==> src/rtl/mem_io_bridge.sv <==
// CPU memory-port bridge: block RAM below IO_BASE, LED/switch/TX FIFO/counter I/O window above it.
// Optional macro SWITCH_SYNC_EN adds a 2-flop synchroniser on Sw_In.
module mem_io_bridge #(
    parameter int          RAM_AW  = 10,
    parameter logic [15:0] IO_BASE = 16'hFF00,
    parameter int          FIFO_AW = 3
) (
    input  logic              Clock,
    input  logic              Reset,
    input  logic [15:0]       Mem_Addr,
    input  logic              Mem_Write,
    input  logic [15:0]       Data_Out,
    output logic [15:0]       Mem_Data,
    output logic [RAM_AW-1:0] Ram_Addr,
    output logic              Ram_WE,
    output logic [15:0]       Ram_WData,
    input  logic [15:0]       Ram_RData,
    input  logic [15:0]       Sw_In,
    output logic [15:0]       Led_Out,
    output logic [7:0]        Tx_Data,
    output logic              Tx_Valid,
    input  logic              Tx_Ready
);
    localparam int DEPTH = 1 << FIFO_AW;
    localparam logic [1:0] SEL_NONE = 2'd0, SEL_RAM = 2'd1, SEL_IO = 2'd2;

    logic [15:0]        r_led, r_cnt, r_io_rd;
    logic [1:0]         r_sel;
    logic [7:0]         r_mem [DEPTH];
    logic [FIFO_AW-1:0] r_wp, r_rp;
    logic [FIFO_AW:0]   r_count;
    logic               r_ovf;

    logic        w_io, w_full, w_empty, w_push_req, w_push, w_pop;
    logic [15:0] w_off, w_sw, w_io_rd, w_status;
    logic [3:0]  w_cnt4;

    assign w_io      = (Mem_Addr >= IO_BASE);
    assign w_off     = Mem_Addr - IO_BASE;
    assign Ram_Addr  = Mem_Addr[RAM_AW-1:0];
    assign Ram_WE    = Mem_Write && !w_io;
    assign Ram_WData = Data_Out;
    assign Led_Out   = r_led;

`ifdef SWITCH_SYNC_EN
    logic [15:0] r_sw_s1, r_sw_s2;
    always_ff @(posedge Clock) begin
        if (!Reset) begin
            r_sw_s1 <= '0;
            r_sw_s2 <= '0;
        end else begin
            r_sw_s1 <= Sw_In;
            r_sw_s2 <= r_sw_s1;
        end
    end
    assign w_sw = r_sw_s2;
`else
    assign w_sw = Sw_In;
`endif

    // FIFO: a push into a full FIFO still lands when the head leaves the same cycle
    assign w_empty    = (r_count == '0);
    assign w_full     = (r_count == (FIFO_AW+1)'(DEPTH));
    assign Tx_Valid   = !w_empty;
    assign Tx_Data    = r_mem[r_rp];
    assign w_pop      = Tx_Valid && Tx_Ready;
    assign w_push_req = Mem_Write && w_io && (w_off == 16'd2);
    assign w_push     = w_push_req && (!w_full || w_pop);
    assign w_cnt4     = 4'(r_count);
    assign w_status   = {8'b0, w_cnt4, 1'b0, r_ovf, w_full, w_empty};

    always_comb begin
        w_io_rd = '0;
        case (w_off)
            16'd0:   w_io_rd = r_led;
            16'd1:   w_io_rd = w_sw;
            16'd3:   w_io_rd = w_status;
            16'd4:   w_io_rd = r_cnt;
            default: w_io_rd = '0;
        endcase
    end

    always_comb begin
        case (r_sel)
            SEL_RAM: Mem_Data = Ram_RData;
            SEL_IO:  Mem_Data = r_io_rd;
            default: Mem_Data = '0;
        endcase
    end

    always_ff @(posedge Clock) begin
        if (w_push)
            r_mem[r_wp] <= Data_Out[7:0];
    end

    always_ff @(posedge Clock) begin
        if (!Reset) begin
            r_led   <= '0;
            r_cnt   <= '0;
            r_io_rd <= '0;
            r_sel   <= SEL_NONE;
            r_wp    <= '0;
            r_rp    <= '0;
            r_count <= '0;
            r_ovf   <= 1'b0;
        end else begin
            // read value is sampled from pre-write state, giving read-before-write
            r_sel   <= w_io ? SEL_IO : SEL_RAM;
            r_io_rd <= w_io_rd;
            if (Mem_Write && w_io && w_off == 16'd0)
                r_led <= Data_Out;
            if (Mem_Write && w_io && w_off == 16'd4)
                r_cnt <= Data_Out;
            else
                r_cnt <= r_cnt + 16'd1;
            if (Mem_Write && w_io && w_off == 16'd3)
                r_ovf <= 1'b0;
            else if (w_push_req && !w_push)
                r_ovf <= 1'b1;
            if (w_push)
                r_wp <= r_wp + 1'b1;
            if (w_pop)
                r_rp <= r_rp + 1'b1;
            if (w_push && !w_pop)
                r_count <= r_count + 1'b1;
            else if (w_pop && !w_push)
                r_count <= r_count - 1'b1;
        end
    end
endmodule

==> config.mk <==
export PLATFORM = sky130hd
export DESIGN_NAME = mem_io_bridge
export DESIGN_NICKNAME = d
export VERILOG_FILES = /design/src/rtl/mem_io_bridge.sv
export SDC_FILE = /design/constraint.sdc
export NUM_CORES = 1
export LEC_CHECK = 0
export CAP_MARGIN = 10
export CORE_ASPECT_RATIO = 1.5
export CORE_MARGIN = 4
export CORE_UTILIZATION = 50
export CTS_CLUSTER_SIZE = 12
export DETAILED_ROUTE_END_ITERATION = 8
export GPL_ROUTABILITY_DRIVEN = 0
export GPL_TIMING_DRIVEN = 0
export PLACE_DENSITY = 0.84
export SETUP_SLACK_MARGIN = 0.5
export SYNTH_ARGS = -nofsm -noshare
export SYNTH_HDL_FRONTEND = slang
export SYNTH_SLANG_ARGS = --single-unit
==> constraint.sdc <==
create_clock -name Clock -period 3.87 [get_ports Clock]
set_clock_uncertainty 0.2 [all_clocks]
set_input_delay 0.5805 -clock Clock [delete_from_list [all_inputs] [get_ports Clock]]
set_output_delay 0.5805 -clock Clock [all_outputs]
set_load 0.02 [all_outputs]
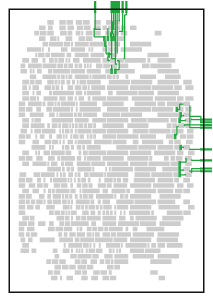
**Above:** run 1 (wires at chosen ports, followed through buffers).
Scale: 2 px per um.
- Mem_Data: green (bits 16; direction output; edge 8 right, 8 top; end cells 16; buffers 16; wire 283 um)

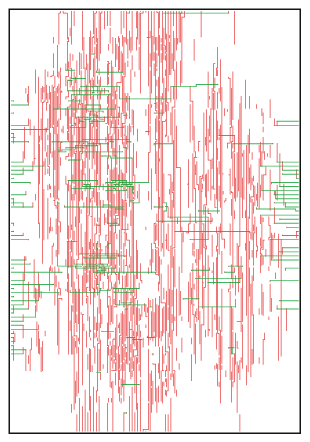
**Above:** run 1 (signal wires by layer).
Scale: 3 px per um. Only two layers are drawn.
- metal 3: green (wire length 1160 um)
- metal 2: red (wire length 8680 um)
Total Routing Usage GR: 24.89%
wire length per cell: 19.61 um
routed vias: 4852
wirelength, routed: 16240 um

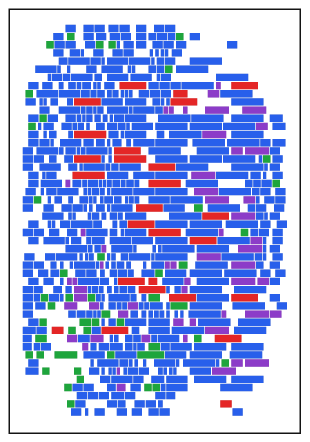
**Above:** run 1 (drive-strength map).
Scale: 3 px per um.
- _3 and _4 cells: green (cells 47)
- _0 and _1 cells: blue (cells 550)
- _6 and larger: red (cells 26)
- _2 cells: purple (cells 55)

==> CHANGELOG.md, run 1 <==
### Changed

- GR peak layer: met2
- CP Buf/Inv Count: 3
- Clk pin slew, worst setup/hold paths: 0.06 ns
- Headroom to the max-slew limit: 48.33%
- DP HPWL: 11840 um
- PD cells: 463.7 mW/mm^2
- Placed instance count: 788
- Insertion delay to the later sink of the worst-skew pair: between 0.4 and 0.5 ns
- Max Cap Violations: 0
- Worst-margin pin slew: 0.7721 ns
- RSZ-0062 raised after global routing: true
- Netlist cell types: 50
- Largest logic family: simple AND/OR/NAND/NOR gates
- First-pass GRT wire length: about 26000 um
- I/O Buffers: 134
- Delay-heaviest family, CP: simple AND/OR/NAND/NOR gates
- Startpoint types: input pin
- Antenna viol nets, final: 0
- Worst Setup End Kind: register
- Status: finished, final reports clean
- LEAKAGE: 2.912 nW
- Top-area cell share: 32.69%
- Floorplan Utilization: ~51%
- Pin count of the biggest net entering global routing: 17
- Worst path required time: 4.01 ns
- Final setup viols: 0
- Yosys Instances: a little over 500
## run 1: worst paths after layout
kind / to / start
setup / recovery: r_count[3] / Mem_Addr[5]
hold / removal: Led_Out[12] / Led_Out[12]
setup reg to reg: r_count[3] / r_count[0]
hold reg to reg: Led_Out[12] / Led_Out[12]
## run 1: routing by layer
metal  routed length [um]  vias to the layer above
met5                    0                        -
met4                  650                        0
met3                 1156                       52
met2                 8681                      272
met1                 5747                     2331
li1                     -                     2197
## run 1: where the power goes
part | leakage (nW) | total [mW] | switching [mW] | internal, mW
Combinational | 1.50 | 0.593 | 0.279 | 0.314
Clock | 0.318 | 1.74 | 0.581 | 1.16
Sequential | 1.09 | 1.47 | 0.0246 | 1.45
## run 1: area by class of cell
type | instances | area (um^2)
Fill cell | 797 | 3331
Sequential cell | 128 | 3203
Multi-Input combinational cell | 310 | 2367
Timing Repair Buffer | 142 | 1411
Clock buffer | 18 | 439.2
Buffer | 57 | 346.6
Clock inverter | 14 | 211.5
Tap cell | 150 | 187.7
Inverter | 9 | 33.78
## run 1: state kept, by name (all words and copies together) (netlist names), named ones only
| register | flops |
|---|---|
| Led_Out | 16 |
| r_cnt | 16 |
| r_count | 4 |
| r_io_rd | 16 |
| r_mem | 64 |
| r_ovf | 1 |
| r_rp | 3 |
| r_sel | 2 |
| r_wp | 3 |
## run 1: worst register-to-register path: stages, from the launching register on
cell      delay [ns]
dfxtp_1         0.38
or4b_2          0.75
o21bai_1        0.38
nor2_4          0.07
ha_4            0.18
inv_2           0.08
ha_1            0.23
a21o_1          0.19
a21oi_2         0.15
mux2i_1         0.24
mux2i_1         0.20
## run 1: timing repair
action | 4_1_cts | 5_1_grt
pin swaps | 3 | 3
buffers inserted | 7 | 1
endpoints found under the setup margin | 67 | 28
gates resized | 21 | 16
## run 1: metrics by stage
step	setup slack [ns]	util (%)
finish	0.5784	71.12
global route	0.4429	71.12
CTS	0.4974	70.77
detailed placement	-0.3255	64.24
global placement	-0.1674	64.24
floorplan	0.5888	-
## run 1: cell usage in the layout, fill, tap and decap left out, drive strengths merged, types with 3 or more instances in the layout
| cell type | synthesis | layout |
|---|---|---|
| xor2 | 4 | 4 |
| a21oi | 22 | 22 |
| clkinv | 1 | 7 |
| o21ai | 3 | 3 |
| nor4 | 11 | 11 |
| mux2 | 8 | 8 |
| nor3 | 14 | 14 |
| buf | 34 | 42 |
| and4 | 3 | 3 |
| nand2b | 3 | 3 |
| a222oi | 9 | 9 |
| clkdlybuf4s50 | 0 | 127 |
| a22oi | 28 | 28 |
| or4 | 4 | 4 |
| ha | 8 | 8 |
| bufinv | 0 | 5 |
| a211oi | 8 | 8 |
| clkbuf | 23 | 41 |
| xnor2 | 14 | 14 |
| mux4 | 16 | 16 |
| dlymetal6s2s | 0 | 5 |
| edfxtp | 64 | 64 |
| nand2 | 43 | 43 |
| nand3 | 12 | 12 |
| dfxtp | 64 | 64 |
| nor2 | 48 | 48 |
| mux2i | 19 | 19 |
| inv | 8 | 10 |
| nand4 | 9 | 9 |
| o31ai | 8 | 8 |
**Run 1: ports around the boundary**

Scale: 3 px per um. Pins as bars across the die edge, other pins in gray.
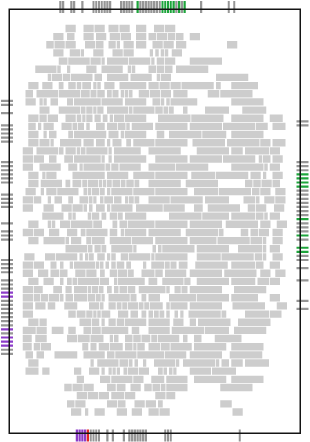

==> run 1 -> run 2 <==
Settings changed: ABC_AREA set to 1, CORE_UTILIZATION 50 to 53, CTS_BUF_LIST set to sky130_fd_sc_hd__clkbuf_4 sky130_fd_sc_hd__clkbuf_8, PLACE_DENSITY 0.84 to 0.82.
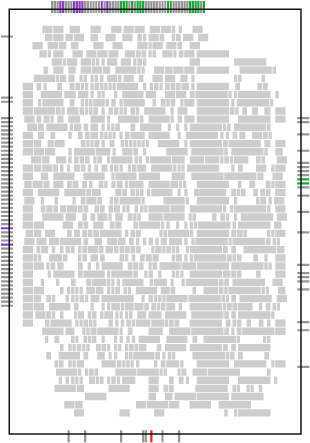
**Above:** run 2 (ports around the boundary).
Scale: 3 px per um. Pins as bars across the die edge, other pins in gray.
- Reset: red (pins 1; direction input; edge bottom)
- Mem_Data: green (pins 16; direction output; edge 14 top, 2 right)
- Ram_Addr: purple (pins 10; direction output; edge 8 top, 2 left)
- all pins by edge: 56 top, 50 left, 22 right, 8 bottom

==> CHANGELOG.md, run 2 <==
### Changed

- Status: finished, final reports clean (unchanged)
- DP HPWL: 13410 um (was 11840 um)
- Floorplan Utilization: 54.28% (was 50.98%)
- Most instantiated logic cells after routing: nand2_1, clkdlybuf4s50_1, nor2_1 (was clkdlybuf4s50_1, dfxtp_1, edfxtp_1)
- Worst Setup End Kind: primary output (was register)
- Number of flip-flops in the largest register: 64 (unchanged)
- PD cells: 428.3 mW/mm^2 (was 463.7 mW/mm^2)
- Worst reg2reg endpoint: r_count[3] (unchanged)
- Setup WS post-layout: 0.6907 ns (was 0.5784 ns)
- FF-to-FF Start: r_count[0] (unchanged)
- Top reg by flops: r_mem (unchanged)
- RSZ-0062 raised after global routing: true (unchanged)
- First-pass GRT wire length: 28470 um (was 25700 um)
- Worst-margin pin slew: 0.7674 ns (was 0.7721 ns)
- CP Buf/Inv Count: 3 (unchanged)
- Netlist cell types: 29 (was 50)
- Top-area cell share: 30.71% (was 32.69%)
- Post-CTS Setup Inserts: 0 (was 7)
- Most numerous logic cell after layout: nand2_1 (was clkdlybuf4s50_1)
- Placed instance count: 1056 (was 788)
- Worst path required time: 3.09 ns (was 4.01 ns)
- Wirelength, routed: 17860 um (was 16240 um)
- Post-layout util: 70.84% (was 71.12%)
- Post_cts resized: 1 (was 21)
- Critical hold path startpoint: r_rp[2] (was Led_Out[12])
- Max Cap Violations: 0 (unchanged)
- Post-Place Setup Slack: 0.4713 ns (was -0.3255 ns)
- Insertion delay to the later sink of the worst-skew pair: 0.44 ns (was 0.41 ns)
run 2: netlist changes by cell type in the layout (fill, tap and decap cells not counted), moves of 12 or more:
cell | before | now
inv_1 | 7 | 47
clkbuf_8 | 1 | 17
nor2_1 | 43 | 128
o21ai_0 | 3 | 54
mux2i_1 | 19 | 0
nand3_1 | 11 | 64
mux4_2 | 16 | 0
nand2_1 | 43 | 163
nand4_1 | 9 | 21
clkbuf_16 | 17 | 0
a22oi_1 | 28 | 0
a21oi_1 | 21 | 54
run 2: worst register-to-register path, delay by kind of cell (launching register included):
family                     cells  cell delay [ns]
xor gates and xnor gates       1             0.12
adders and majority gates      2             0.53
DFF                            1             0.49
buffers and inverters          2             0.18
and+or+nand+nor                5             0.60
AOI/OAI and AO/OA              2             0.24
run 2: final cells by class:
type	instances	area (um^2)
Inverter	50	187.7
Multi-Input combinational cell	533	2507
Clock buffer	18	241.5
Clock inverter	14	116.4
Buffer	60	371.6
Sequential cell	128	3203
Fill cell	934	3362
Tap cell	150	187.7
Timing Repair Buffer	135	1354
run 2: kinds of logic after synthesis:
| group | Yosys count | synth area share (%) |
|---|---|---|
| AND-OR/OR-AND | 119 | 9.676 |
| XOR/XNOR | 9 | 1.260 |
| adder cells (fa/ha/maj) | 9 | 1.919 |
| buffers and inverters | 110 | 8.756 |
| flip-flops | 128 | 51.18 |
| AND/OR/NAND/NOR | 396 | 27.21 |
run 2: worst max-delay path by stage:
stage	from	end	cells after the start
global placement	Mem_Addr[1]	r_count[3]	15
floorplan	Mem_Addr[5]	r_count[3]	13
finish	register	Tx_Data[4]	7
CTS	register	Tx_Data[6]	6
global route	r_sel[1]	Mem_Data[13]	7
detailed placement	Mem_Addr[1]	r_count[3]	15
run 2: power by group:
group          switching [mW]  total (mW)  internal [mW]
Combinational           0.539       0.938          0.398
Clock                   0.530        1.04          0.509
Sequential             0.0609        1.52           1.46
Total                    1.13        3.50           2.37
run 2: layer usage:
metal / GRT usage [%] / share of wire (%)
met2: 47.85 / 52
met5: 0 / 0
met1: 26.32 / 35
met4: 19.45 / 7.0
met3: 6.089 / 6.2
==> run 2 -> run 3 <==
Clock period 3.87 ns to 3.26 ns, I/O delays scaled along.
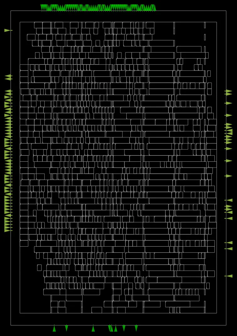
**Above:** run 3 (cell placement).
# fillers: 926
sequential cell area share: 39.19%
num tapcells: 150
post-layout util: 70.93%
area of the core: 0.01153 mm^2

==> CHANGELOG.md, run 3 <==
### Changed

- Status: finished, final reports clean (unchanged)
- Max Cap Violations: 0 (unchanged)
- Wirelength, routed: 18060 um (was 17860 um)
- Worst path required time: 3.12 ns (was 3.09 ns)
- I/O Buffers: 135 (unchanged)
- Yosys Instances: 771 (unchanged)
- Worst-margin pin slew: 0.7662 ns (was 0.7674 ns)
- Number of flip-flops in the largest register: 64 (unchanged)
- CP Buf/Inv Count: 3 (unchanged)
- CP startpoint: Mem_Addr[5]
- Worst reg2reg endpoint: r_count[3] (unchanged)
- Wire length per cell: 16.52 um (was 16.41 um)
- Hold worst-path end: r_rp[2] (unchanged)
- Floorplan Utilization: 54.28% (unchanged)
- Most numerous logic cell after layout: nand2_1 (unchanged)
- Pin count of the biggest net entering global routing: 17 (unchanged)
- Most instantiated logic cells after routing: nand2_1, nor2_1, clkdlybuf4s50_1 (was nand2_1, clkdlybuf4s50_1, nor2_1)
- Top reg by flops: r_mem (unchanged)
- First-pass GRT wire length: 28560 um (was 28470 um)
- Headroom to the max-slew limit: 48.73% (was 48.65%)
-- run 3: cell count changes in the layout (fill, tap and decap cells not counted), moves of 2 or more --
cell | before | now
buf_4 | 34 | 37
buf_2 | 6 | 8
dlymetal6s2s_1 | 1 | 5
clkbuf_1 | 10 | 5
dfxtp_2 | 0 | 2
buf_6 | 0 | 2
clkbuf_4 | 1 | 5
dlygate4sd2_1 | 0 | 12
clkdlybuf4s50_1 | 134 | 101
nor2_1 | 128 | 124
dfxtp_1 | 64 | 62
nor2_4 | 4 | 7
clkbuf_2 | 9 | 23
-- run 3: repair_timing --
| action | 4_1_cts | 5_1_grt |
|---|---|---|
| pin swaps | 0 | 2 |
| setup buffers | 1 | 4 |
| gates resized | 50 | 56 |
| endpoints found under the setup margin | 48 | 85 |
-- run 3: layout make-up --
| cell class | instances | area, um^2 | area share [%] |
|---|---|---|---|
| multi-input combinational | 533 | 2532 | 30.96 |
| clock buffer | 18 | 241.5 | 2.952 |
| inverter | 50 | 190.2 | 2.325 |
| clock inverter | 14 | 116.4 | 1.423 |
| tap | 150 | 187.7 | 2.295 |
| buffer | 60 | 395.4 | 4.834 |
| timing repair buffer | 140 | 1310 | 16.02 |
| sequential | 128 | 3206 | 39.19 |
-- run 3: tightest hold or removal path, cell delays in order, from the launching register on --
cell     delay, ns
dfxtp_1       0.32
inv_1         0.05
a21oi_1       0.06
-- run 3: how the worst max path moves through the flow --
stage | end
finish | r_mem[4][1]
global route | r_mem[0][0]
CTS | Ram_WData[5]
detailed placement | r_count[3]
global placement | r_count[3]
floorplan | r_count[3]
-- run 3: power by group --
group | switching (mW) | internal [mW] | leakage, nW | total [mW]
Combinational | 0.644 | 0.417 | 2.03 | 1.06
Clock | 0.630 | 0.604 | 0.170 | 1.23
Sequential | 0.0717 | 1.74 | 1.09 | 1.81
-- run 3: kinds of logic (layout without fill, tap and decap cells) --
kind of cell / count (synthesis) / in the layout / synth area share (%)
xor+xnor: 9 / 9 / 1.260
compound gates: 119 / 119 / 9.676
fa+ha+maj: 9 / 9 / 1.919
flops: 128 / 128 / 51.18
buf+inv: 110 / 282 / 8.756
simple gates: 396 / 396 / 27.21
-- run 3: metrics by stage --
stage / std cells / instance area (um^2) / hold WS [ns] / setup WS (ns) / power [mW]
floorplan: 771 / 6259 / 0.2334 / 0.8286 / 2.461
global placement: 1056 / 7797 / 0.2516 / 0.008405 / 2.929
detailed placement: 1056 / 7797 / 0.2637 / -0.04717 / 2.947
CTS: 1089 / 8164 / 0.2736 / 0.5023 / 4.114
global route: 1093 / 8179 / 0.2812 / 0.3731 / 4.326
finish: 1093 / 8179 / 0.2702 / 0.4376 / 4.105
-- run 3: layer usage --
metal,track usage (%),up-vias,part of all wire (%)
met1,26.35,2658,35
met5,0,-,0
met2,48.07,276,52
met4,18.49,0,6.8
li1,-,2863,-
met3,6.980,71,6.5
Power is estimated from default activity; no workload was simulated.
